==> src/rtl/generic_mult_pkg.sv <==
// generic_mult_pkg: shared types and helpers for the shift-and-add multiplier.
//   mult_state_e : FSM encoding (START, RUN, DONE)
//   clog2        : ceil(log2(v)), used to size the iteration counter
package generic_mult_pkg;

    typedef enum logic [1:0] {
        START = 2'd0,
        RUN   = 2'd1,
        DONE  = 2'd2
    } mult_state_e;

    function automatic int clog2(input int v);
        int r;
        r = 0;
        while ((1 << r) < v) r++;
        return r;
    endfunction

endpackage

==> src/rtl/generic_mult_step.sv <==
// generic_mult_step: one combinational shift-and-add iteration.
//   p      : current product/multiplier register {acc, multiplier bits}
//   m      : captured multiplicand
//   p_next : {acc + (p[0] ? m : 0), p[W-1:1]}; the adder carry lands in the
//            top bit so no product bit is ever lost.
module generic_mult_step #(
    parameter int WIDTH = 128
) (
    input  logic [2*WIDTH-1:0] p,
    input  logic [WIDTH-1:0]   m,
    output logic [2*WIDTH-1:0] p_next
);

    logic [WIDTH:0] sum;

    always_comb begin
        sum    = {1'b0, p[2*WIDTH-1:WIDTH]} + (p[0] ? {1'b0, m} : '0);
        p_next = {sum, p[WIDTH-1:1]};
    end

endmodule

==> src/rtl/generic_mult.sv <==
// generic_mult: sequential unsigned shift-and-add multiplier, one iteration
// per clock. Full 2*WIDTH-bit product appears WIDTH edges after capture.
//   clk   : clock, rising edge
//   rst   : synchronous active-high reset, aborts any operation
//   load  : start request, only honoured in DONE
//   in0   : multiplicand (unsigned)
//   in1   : multiplier (unsigned)
//   out   : product register (meaningful only while valid=1)
//   valid : out holds the full product of the last captured operands
// Optional: define GENERIC_MULT_ASSERT_EN to compile in simulation
// assertions (valid/state consistency, product check, counter bound).
module generic_mult
    import generic_mult_pkg::*;
#(
    parameter int WIDTH = 128
) (
    input  logic               clk,
    input  logic               rst,
    input  logic               load,
    input  logic [WIDTH-1:0]   in0,
    input  logic [WIDTH-1:0]   in1,
    output logic [2*WIDTH-1:0] out,
    output logic               valid
);

    localparam int CNT_W = clog2(WIDTH + 1);
    localparam logic [CNT_W-1:0] LAST = CNT_W'(WIDTH - 1);

    mult_state_e        state, state_n;
    logic               capture;
    logic [WIDTH-1:0]   m;
    logic [2*WIDTH-1:0] p, p_next;
    logic [CNT_W-1:0]   cnt;

    generic_mult_step #(.WIDTH(WIDTH)) u_step (
        .p      (p),
        .m      (m),
        .p_next (p_next)
    );

    always_ff @(posedge clk) begin
        if (rst) state <= START;
        else     state <= state_n;
    end

    // START captures unconditionally so the block auto-runs after reset.
    always_comb begin
        state_n = state;
        capture = 1'b0;
        case (state)
            START: begin
                capture = 1'b1;
                state_n = RUN;
            end
            RUN: begin
                if (cnt == LAST) state_n = DONE;
            end
            DONE: begin
                if (load) begin
                    capture = 1'b1;
                    state_n = RUN;
                end
            end
            default: state_n = START;
        endcase
    end

    always_ff @(posedge clk) begin
        if (rst) begin
            p     <= '0;
            cnt   <= '0;
            valid <= 1'b0;
        end else if (capture) begin
            m     <= in0;
            p     <= {{WIDTH{1'b0}}, in1};
            cnt   <= '0;
            valid <= 1'b0;
        end else if (state == RUN) begin
            p   <= p_next;
            cnt <= cnt + CNT_W'(1);
            if (cnt == LAST) valid <= 1'b1;
        end
    end

    assign out = p;

`ifdef GENERIC_MULT_ASSERT_EN
    logic [WIDTH-1:0] in1_shadow;

    always_ff @(posedge clk) begin
        if (!rst && capture) in1_shadow <= in1;
    end

    a_valid_state: assert property (@(posedge clk) disable iff (rst)
        (state != DONE) |-> !valid);

    a_product: assert property (@(posedge clk) disable iff (rst)
        (state == DONE) |->
            (out == ({{WIDTH{1'b0}}, m} * {{WIDTH{1'b0}}, in1_shadow})));

    a_cnt_bound: assert property (@(posedge clk) disable iff (rst)
        cnt <= CNT_W'(WIDTH));
`endif

endmodule

==> config.mk <==
export PLATFORM = sky130hd
export DESIGN_NAME = generic_mult
export DESIGN_NICKNAME = d
export VERILOG_FILES = /design/src/rtl/generic_mult_pkg.sv /design/src/rtl/generic_mult_step.sv /design/src/rtl/generic_mult.sv
export SDC_FILE = /design/constraint.sdc
export NUM_CORES = 1
export LEC_CHECK = 0
export CAP_MARGIN = 20
export CORE_MARGIN = 2
export CORE_UTILIZATION = 30
export DETAILED_ROUTE_END_ITERATION = 6
export PLACE_DENSITY_LB_ADDON = 0.05
export SETUP_SLACK_MARGIN = 0.1
export SYNTH_ARGS = -nofsm -noshare
export SYNTH_HDL_FRONTEND = slang
export SYNTH_SLANG_ARGS = --single-unit
==> constraint.sdc <==
create_clock -name clk -period 18.05 [get_ports clk]
set_input_delay 3.61 -clock clk [delete_from_list [all_inputs] [get_ports clk]]
set_output_delay 3.61 -clock clk [all_outputs]
set_load 0.02 [all_outputs]
Fig. 1: run 1, metal layers overlaid
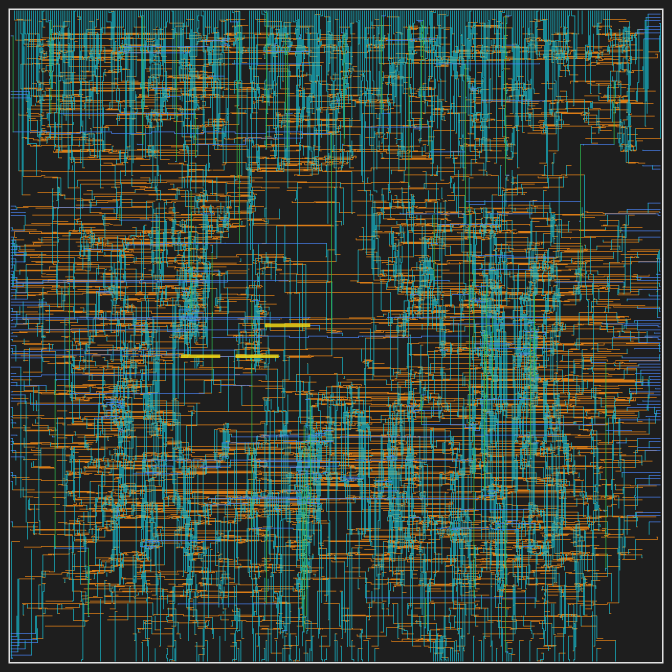
yellow -> metal 5  # wire length 51.5 um
blue -> metal 3  # wire length 4,630 um
orange -> metal 1  # wire length 40.2 mm
cyan -> metal 2  # wire length 45.1 mm
green -> metal 4  # wire length 2,390 um
Via Count: 21,900
Routed WL per cell: 21.8 um
Total Routing Usage GR: 21.6%

Fig. 2: run 1, cell classes on the final placement
Fill, decap, tap and diode cells in grey.
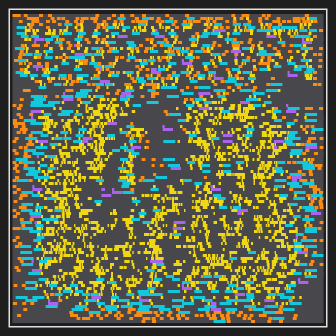
cyan -> flops  # cells 395, share of their area 31%
yellow -> combinational and other logic  # cells 2,174, share of their area 45%
orange -> other buffers and delay cells  # cells 531, share of their area 18%
purple -> clock drivers and dummy loads  # cells 91, share of their area 5.3%
final design utilization: 38.6%
row cnt: 103
fin area: 30,500 sq um
core area: 79,000 sq um
Seq/total area: 30.1%

==> results.py, run 1 <==
# Physical implementation metrics
metrics = {
    "outcome": {
        "status": "completed",
    },
    "critical_path": {
        "regToRegStartpoint": "out[0]",
        "required_ns": 18.56,
        "cp_slowest_cell": "nor2_4",
        "r2r_slack_ns": 13.03,
        "cp_common_cell": "buf_4",
        "reg2regPathDepth": 14,
        "crit_start": "load",
        "cp-start-kind": "primary input",
        "cp_num_buf_inv": 4,
    },
    "clocking": {
        "clock_sinks": 395,
        "cts_buffer_depth": 3,
        "cts_hold_buf": 0,
        "cts_buffers": 49,
    },
    "yosys": {
        "ys_area_sq_um": 23900,
        "most_common_cell": "nand2_1",
        "floorplan.nets": 3251,
        "syn_area_per_cell_sq_um": 8.36,
        "mux_share_pct": 0.0889,
        "syn_inst": 2862,
    },
    "layout": {
        "area_delta_synth_final_pct": 27.6,
        "signal_buffers": 531,
        "comb_share_pct": 42.5,
        "n_all_inverters": 51,
        "dominant_cells": "multi-input combinational cells",
        "nNetsFinal": 3540,
        "nFillCells": 8047,
    },
    "power": {
        "pwr-share-comb_pct": 14.7,
        "powerComb_mw": 0.338,
    },
    "min_path": {
        "hold_depth": 2,
        "holdCritPathClass": "flop to flop",
    },
    "die": {
        "initCoreUtil_pct": 30.3,
        "tap_cells": 1050,
    },
    "detailed_routing": {
        "drt-initial-drc-count": 1409,
        "routed_wl_mm": 92.4,
        "vias_per_cell": 5.16,
        "drtPass1Iterations": 5,
        "drc_errors": 0,
    },
    "global_routing": {
        "globalRouteMet1Util_pct": 27.6,
        "grt_overflow": 0,
    },
    "sta": {
        "timing.final.ws_setup_ns": 11.88,
        "clock.fmax_ghz": 0.162,
        "setup_viol": 0,
        "worstMarginPinSlew_ns": 1.00,
    },
    "placement": {
        "dp_hpwl_mm": 70.6,
    },
}
Fig. 3: run 1, wires at chosen ports, followed through buffers
Bar = 100 um.
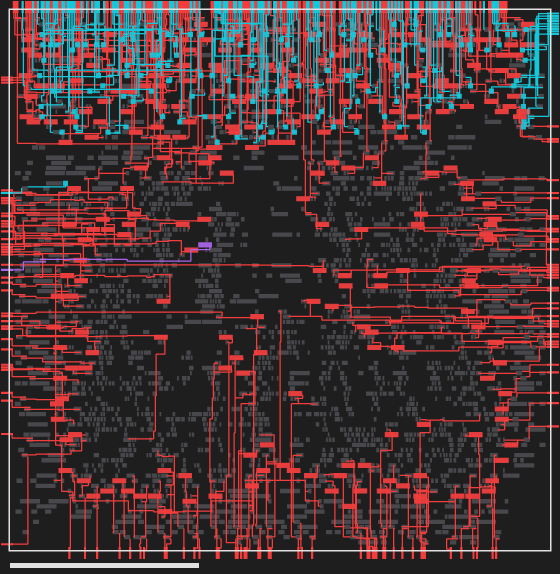
purple -> valid  # bits 1, direction output, end cells 1, buffers 1, wire 124 um
cyan -> in1  # bits 128, direction input, end cells 128, buffers 128, wire 5,540 um
red -> out  # bits 256, direction output, end cells 256, buffers 256, wire 18,000 um
number of port buffers: 515
I/O Pins: 516

Fig. 4: run 1, cells by drive strength
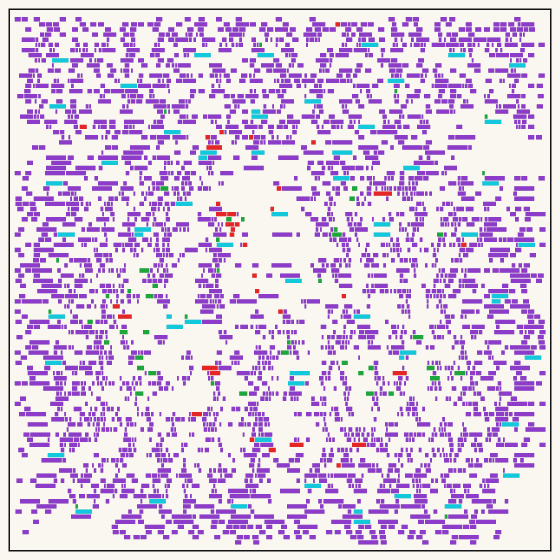
cyan -> _6 and larger  # cells 60, share 1.9%, most used clkbuf_16
red -> _3 and _4 cells  # cells 34, share 1.1%, most used buf_4
green -> _2 cells  # cells 47, share 1.5%, most used clkinv_2
purple -> _0 and _1 cells  # cells 3,050, share 96%, most used clkdlybuf4s50_1

run 1: flip-flops by register name, indices dropped and copies added, names as in the netlist:
register / flops
m: 128
state: 2
valid: 1
out: 256
cnt: 8
run 1: placed cells by master (no fill, tap or decap), types with 11 or more instances in the layout:
master	count
clkdlybuf4s50_1	514
nand2_1	452
a21oi_1	397
dfxtp_1	266
o21ai_0	141
and2_1	140
nor2_1	130
a22oi_1	129
ha_1	129
edfxtp_1	128
a21o_1	64
xnor2_1	62
xor2_1	60
nand4_1	55
inv_1	51
clkbuf_16	50
o21bai_1	40
nor3_1	31
o21ai_1	31
nand3_1	30
clkbuf_1	17
o21a_1	16
buf_4	16
a211oi_1	15
and3_1	12
a31oi_1	12
nor2b_1	11
nor4_1	11
clkinv_2	11
Fig. 5: run 1, placed standard cells
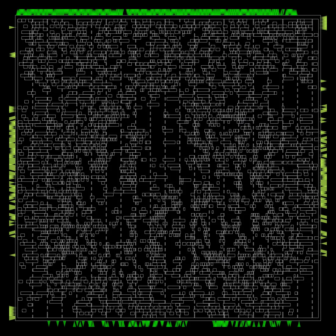

==> run 2: changes to the inputs <==
==> constraint.sdc (replaced) <==
create_clock -name clk -period 6.4 [get_ports clk]
set_input_delay 1.28 -clock clk [delete_from_list [all_inputs] [get_ports clk]]
set_output_delay 1.28 -clock clk [all_outputs]
set_load 0.02 [all_outputs]
Fig. 6: run 2, placed standard cells
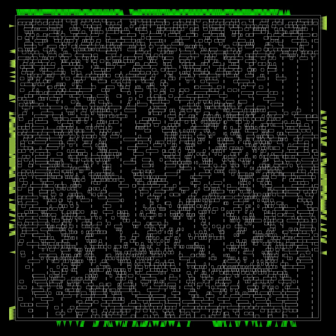
Tapcells: 1,050
Final Non-Filler Cells: 4,250
Seq/total area: 29.8%

==> run 2 against run 1 <==
Against the previous run:
- cell area rose by 0.96%
- hold slack barely moved
- critical path type is now flop to flop
- synthesized area did not move
- first-iteration DRC count rose by 9.9%
- register-to-register slack got worse by 11 ns
- via count rose by 0.65%
- sequential power rose to 2.8 times the previous value
- synthesized cell count did not move
- clock skew rose by 0.025 ns
- sequential share of layout area fell by 0.29 points
- routed wire length rose by 0.88%
==> results.py, run 2 <==
# Physical implementation metrics
metrics = {
    "power": {
        "pwr-share-comb_pct": 14.0,
        "cellPowerDensity_nw_per_um2": 223,
        "powerComb_mw": 0.967,
    },
    "outcome": {
        "status": "completed",
    },
    "critical_path": {
        "cp-start-kind": "flop",
        "r2r_slack_ns": 1.57,
        "cp_slowest_cell": "dfxtp_4",
        "required_ns": 6.87,
        "cp_common_cell": "o21ai_1",
        "cp_num_buf_inv": 1,
    },
    "layout": {
        "nFillCells": 8001,
        "nNetsFinal": 3543,
        "layout_top_cell": "clkdlybuf4s50_1",
        "mostFrequentLayoutCells": "clkdlybuf4s50_1, nand2_1, a21oi_1",
        "area_delta_synth_final_pct": 28.8,
        "final_core_util_pct": 39.0,
    },
    "die": {
        "io_pins": 516,
        "die_w_um": 286,
        "rows": 103,
        "core-area_sq_um": 79000,
    },
    "global_routing": {
        "grt_overflow": 0,
        "track_usage_pct": 21.8,
    },
    "detailed_routing": {
        "routed_wl_mm": 93.2,
        "wl_per_cell_um": 21.9,
        "drc_errors": 0,
        "vias": 22100,
        "drt-initial-drc-count": 1548,
    },
    "clocking": {
        "cts_buffer_depth": 3,
        "cts_buffers": 50,
        "clock_sinks": 395,
        "cts_hold_buf": 0,
    },
    "sta": {
        "setup_viol": 0,
        "timing.final.ws_setup_ns": 1.57,
        "clock.fmax_ghz": 0.207,
        "worstMarginPinSlew_ns": 1.14,
    },
    "placement": {
        "portBuffers": 515,
        "dp_hpwl_mm": 70.7,
    },
    "yosys": {
        "floorplan.nets": 3251,
        "syn_inst": 2862,
        "most_common_cell": "nand2_1",
        "ys_area_sq_um": 23900,
    },
    "min_path": {
        "holdCritPathClass": "flop to flop",
    },
}
## run 2: worst paths after layout
check	endpoint	cells after the start	start
worst max-delay path	out[234]	14	out[0]
worst min-delay path	out[246]	2	out[246]
worst max register to register	out[234]	14	out[0]
worst min register to register	out[246]	2	out[246]
## run 2: final cells by class
type / instances / area (sq um) / share of cell area, %
multi-input cells: 2123 / 13000 / 42.1
flip-flops and latches: 395 / 9190 / 29.8
repair buffers: 533 / 5340 / 17.3
clock buffers: 65 / 1370 / 4.44
well taps: 1050 / 1310 / 4.26
clock inverters: 28 / 417 / 1.35
inverters: 51 / 191 / 0.621
diodes: 5 / 12.5 / 0.0406
Fig. 7: run 2, cell classes on the final placement
Fill, decap, tap and diode cells in grey.
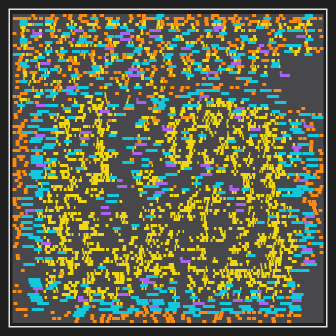

==> run 3: changes to the inputs <==
==> constraint.sdc (replaced) <==
create_clock -name clk -period 5 [get_ports clk]
set_input_delay 1 -clock clk [delete_from_list [all_inputs] [get_ports clk]]
set_output_delay 1 -clock clk [all_outputs]
set_load 0.02 [all_outputs]
Fig. 8: run 3, cell classes on the final placement
Fill, decap, tap and diode cells in grey.
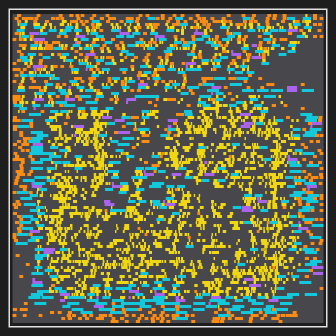
fin area: 30,800 sq um
Seq/total area: 29.9%
final design utilization: 39.0%

==> run 3 against run 2 <==
Against the previous run:
- sequential share of layout area is essentially flat
- sequential power up 28%
- non-clock buffer count increased by 9
- synthesized cell count unchanged
- routed wire length is 0.17% higher
- clock power rose by 19%
- power is 24% higher
- critical path depth up 2
- core utilization barely moved
- global-route usage about the same
- die area unchanged
==> results.py, run 3 <==
# Physical implementation metrics
metrics = {
    "clocking": {
        "clock_sinks": 395,
        "cts_buffers": 49,
        "cts_buffer_depth": 3,
    },
    "detailed_routing": {
        "drt-initial-drc-count": 1544,
        "wl_per_cell_um": 21.9,
        "drc_errors": 0,
    },
    "layout": {
        "nNetsFinal": 3551,
        "final_cell_count_no_fill": 4259,
        "nFillCells": 8047,
        "area_delta_synth_final_pct": 28.7,
        "seq_area_sq_um": 9190,
        "mostFrequentLayoutCells": "clkdlybuf4s50_1, nand2_1, a21oi_1",
    },
    "outcome": {
        "status": "completed",
    },
    "critical_path": {
        "cp_slowest_cell": "dfxtp_4",
        "cp-start-kind": "flop",
        "critPathKind": "flop to flop",
        "cp_common_cell": "o21ai_1",
        "crit_start": "out[0]",
        "required_ns": 5.47,
    },
    "placement": {
        "dp_hpwl_mm": 71.6,
        "portBuffers": 515,
        "place_area_sq_um": 29100,
    },
    "yosys": {
        "syn_inst": 2862,
        "most_common_cell": "nand2_1",
        "ys_area_sq_um": 23900,
        "simple_gate_share_pct": 18.0,
        "floorplan.nets": 3251,
    },
    "die": {
        "die_w_um": 286,
        "fp.dieH_um": 286,
        "core-area_sq_um": 79000,
        "rows": 103,
        "io_pins": 516,
    },
    "global_routing": {
        "grt_overflow": 0,
        "track_usage_pct": 21.8,
        "grt.met3_usage_pct": 3.37,
    },
    "sta": {
        "clock.fmax_ghz": 0.222,
        "timing.final.ws_setup_ns": 0.487,
        "worstMarginPinSlew_ns": 0.993,
        "min_period_ns": 4.51,
    },
    "power": {
        "pwr-share-comb_pct": 14.6,
        "cellPowerDensity_nw_per_um2": 277,
        "powerComb_mw": 1.24,
    },
    "min_path": {
        "hp-start": "valid",
    },
    "job": {
        "cap_violations": 0,
    },
}
## run 3: cell types whose count changed in the layout (fill, tap and decap cells not counted), sizes merged
cell / change
clkinvlp: +3
buf: +9
diode: +1
clkinv: +2
inv: -1
bufinv: -4
clkbuf: -1
## run 3: repair_timing
action	CTS	global route
gates resized	0	1
hold endpoints to repair	0	0
setup endpoints to repair	0	1
setup buffers	0	1
## run 3: final timing paths
path | cells past startpoint | to | slack [ns]
max | 16 | out[245] | 0.49
min | 2 | valid | 0.45
max reg2reg | 16 | out[245] | 0.49
min reg2reg | 2 | valid | 0.45
## run 3: cell type report
class,count,share of cell area [%]
diodes,6,0.0488
clock buffers,64,4.30
clock inverters,28,1.08
inverters,51,0.622
multi-input cells,2123,42.2
flip-flops and latches,395,29.9
well taps,1050,4.27
repair buffers,542,17.6
Power figures rest on the tool's default switching activity, not on a simulated workload.
